### Clock routing

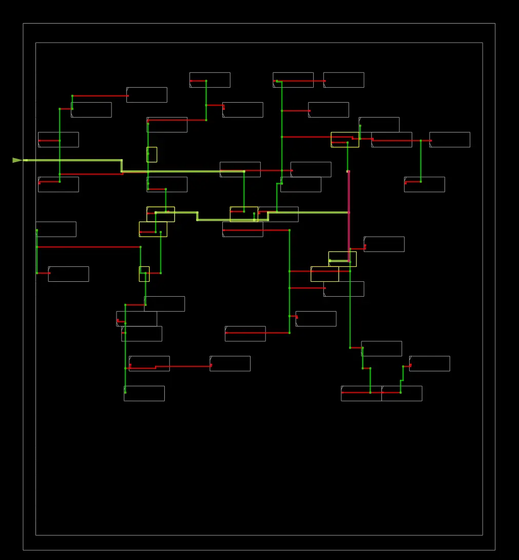
### Routed metal, one color a layer

Drawn at 6 px/um. Two of the layers only.
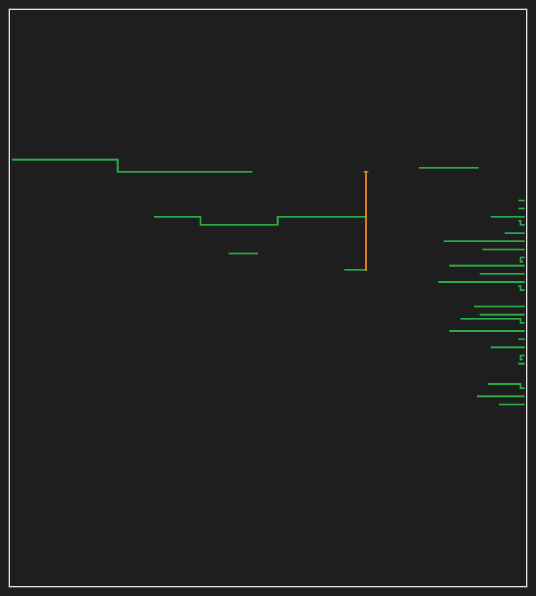
### Zoomed window

Window x 54 to 74, y 62 to 82 um. Cells in gray, sequential cells in the stronger gray; small squares are vias.
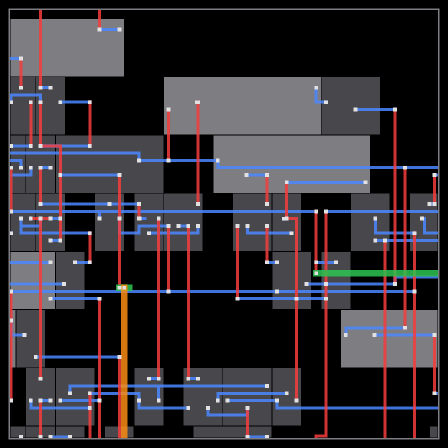
### I/O nets highlighted

Drawn at 4 px/um.
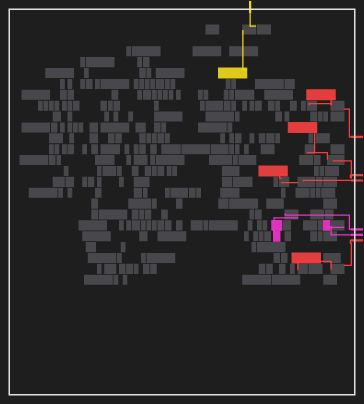
==> config.mk <==
export PLATFORM = sky130hd
export DESIGN_NAME = seg_write_arbiter
export DESIGN_NICKNAME = d
export VERILOG_FILES = /design/src/rtl/seg_pkg.sv /design/src/rtl/seg_rr_arb2.sv /design/src/rtl/seg_write_arbiter.sv
export SDC_FILE = /design/constraint.sdc
export NUM_CORES = 1
export LEC_CHECK = 0
export ABC_AREA = 1
export CORE_AREA = 2 2 84 94
export DETAILED_ROUTE_END_ITERATION = 8
export DIE_AREA = 0 0 86 96
export GPL_TIMING_DRIVEN = 0
export HOLD_SLACK_MARGIN = 0.1
export PLACE_DENSITY_LB_ADDON = 0.3
export SYNTH_ARGS = -nofsm -noshare
export SYNTH_HDL_FRONTEND = slang
export SYNTH_SLANG_ARGS = --single-unit
==> constraint.sdc <==
create_clock -name clk -period 2.1 [get_ports clk]
set_input_delay 0.63 -clock clk [delete_from_list [all_inputs] [get_ports clk]]
set_output_delay 0.63 -clock clk [all_outputs]
set_load 0.05 [all_outputs]
==> results_dict.tcl <==
# place-and-route summary
set metrics [dict create \
    floorplan.tapcells 87 \
    clkSinkCount 36 \
    max_stage_delay_ns 0.80 \
    layout_setup_ws_ns 0.0374 \
    timing_worst_slew_pin_value_ns 0.580 \
    warnings 29 \
    detailedPlacementHpwl_um 2890 \
    tightest_hold_margin_ns 0.459 \
    multi_input_gates 173 \
    grt_first_pass_wirelength_um 6710 \
    fa_ha_area_share_pct 3.55 \
    clock_tree_from_tritoncts "built" \
    status "finished, final reports clean" \
    final_design_area_no_fill_mm2 0.00226 \
    power.ir.vdd_worst_v 0.000521 \
    drive_above_1_share_pct 10.8 \
    met1Wirelength_um 1990 \
    final.period_utilization_pct 98.2 \
    grt.met2_usage_pct 17.2 \
    layout.non_clock_buffers 32 \
    number_of_slew_limit_violations_in_the_final_report 0 \
    global_route.usage.met1_pct 12.6 \
    layout.core_utilization_pct 30.9 \
    synth.ff_latch_count 36 \
    htreeDepth 2 \
    power.share.combinational_pct 39.6 \
    crit_required_ns 1.47 \
    crit_type "register to output port" \
    grt_antenna_before_repair 0 \
    worstPathBufferInverterCount 1 \
    grt_start_max_net_pins 12 \
    post_cts.repair.setup_buffers 0 \
    yosysCellCount 251 \
    timing.hold.worst_path_depth 2 \
    rsz0062_at_grt "no" \
    synth_dominant_cell_count "sky130_fd_sc_hd__nand2_1" \
    net_count_synth 272 \
    path_delay_family "buffers and inverters" \
    clockBufferDepth 2 \
    largest_reg_flops 21 \
    yosysTopAreaCell "sky130_fd_sc_hd__dfxtp_1" \
    final_common_cell "sky130_fd_sc_hd__nand2_1" \
    area_growth_syn_to_layout_pct 28.1 \
    synth-warning-count 0 \
    sh_seq_area_pct 31.9 \
    height_of_the_die_um 96 \
    clock_power_uw 519 \
    post_synthesis_share_of_cell_area_spent_on_and_or_and_or_and_gates_pct 13.1 \
    power_switching_share_pct 39.6 \
    cellLeakagePower_uw 0.00101 \
    post_synth_edffs 0 \
    dpl-instance-area_mm2 0.00213 \
    ys_sh_simple_pct 32.3 \
    combAreaFraction_pct 38.9 \
    core_mm2 0.00731 \
    routability_driven_placement_congestion_ratio 0.785 \
    postCtsResizedCells 1 \
    setup.worst_path.end_class "output port" \
    tns_ns 0 \
    die_width_um 86 \
    top_signal_layer_used "met4" \
    cell_at_the_root_of_the_clock_tree "sky130_fd_sc_hd__clkbuf_8" \
    preCtsSetupSlack_ns -0.405 \
    sequentialPowerShare_pct 37.1 \
    grt_overflow 0 \
    comb_power_uw 882 \
    yosys-top-cells-area "sky130_fd_sc_hd__dfxtp_1 41%, sky130_fd_sc_hd__nand2_1 9.8%, sky130_fd_sc_hd__nor2_1 8.5%" \
    ff2ff_path_depth 10 \
    signal_buffer_area_fraction_pct 13.8 \
    postSynthAreaPerCell_um2 7.02 \
    post_synth_xor_area_fraction_pct 0.497 \
    dp_cells 364 \
    drc 0 \
    drt-initial-drc-count 41 \
    final_period_minus_worst_setup_slack_ns 2.06 \
    synth_chip_area_mm2 0.00176 \
    startpoint_type "register" \
    vias_per_cell 4.37 \
    holdBufCountCts 0 \
    timing.max_slew.rel_slack_pct 61.0 \
    grt.busiest_layer "met2" \
    groute.layer.met3.usage_pct 3.00 \
    drt-pass1-iter-count 4 \
    ys_sh_mux_pct 0 \
    slowest_stage "sky130_fd_sc_hd__clkdlybuf4s50_1" \
    min-delay-path-class "register to register" \
    placement_rows 33 \
    antenna_left 0 \
    design.final.nets 307 \
    fillerInstances 770 \
    design.die.area_mm2 0.00826 \
    comb_area_um2 878 \
    power_per_cell_area_mw_per_mm2 987 \
    pg_seq_uw 828 \
    sequential_cell_area_um2 721 \
    dominantRegCellSynth "sky130_fd_sc_hd__dfxtp_1" \
]
-- 'Clock routing' (at the start) --
CTS buffer count: 5
# clk buffers: 6
post-route clock skew: 0.00419 ns

-- 'Routed metal, one color a layer' (at the start) --
- orange: met4 (wire length 16.3 um)
- green: met3 (wire length 230 um)
global-route usage over all layers: 10.1%
Total Routed Length: 3960 um
Wirelength per Cell: 10.6 um
detailed-route via count: 1634

-- 'Zoomed window' (at the start) --
- blue: met1
- green: met3
- orange: met4
- red: met2
- cells with their middle in the window: 29
- most frequent: nand2_1 (7), inv_1 (4), dfxtp_1 (4)
- sequential cells in the window: 4

-- 'I/O nets highlighted' (at the start) --
- red: number (bits 4; direction output; edge right; end cells 4; buffers 4; wire 81.9 um)
- yellow: ack_a (bits 1; direction output; edge top; end cells 1; buffers 1; wire 15.7 um)
- magenta: sel_a (bits 2; direction input; edge right; end cells 3; buffers 2; wire 44.1 um)
number of top-level design ports: 27
Port Buffers: 26

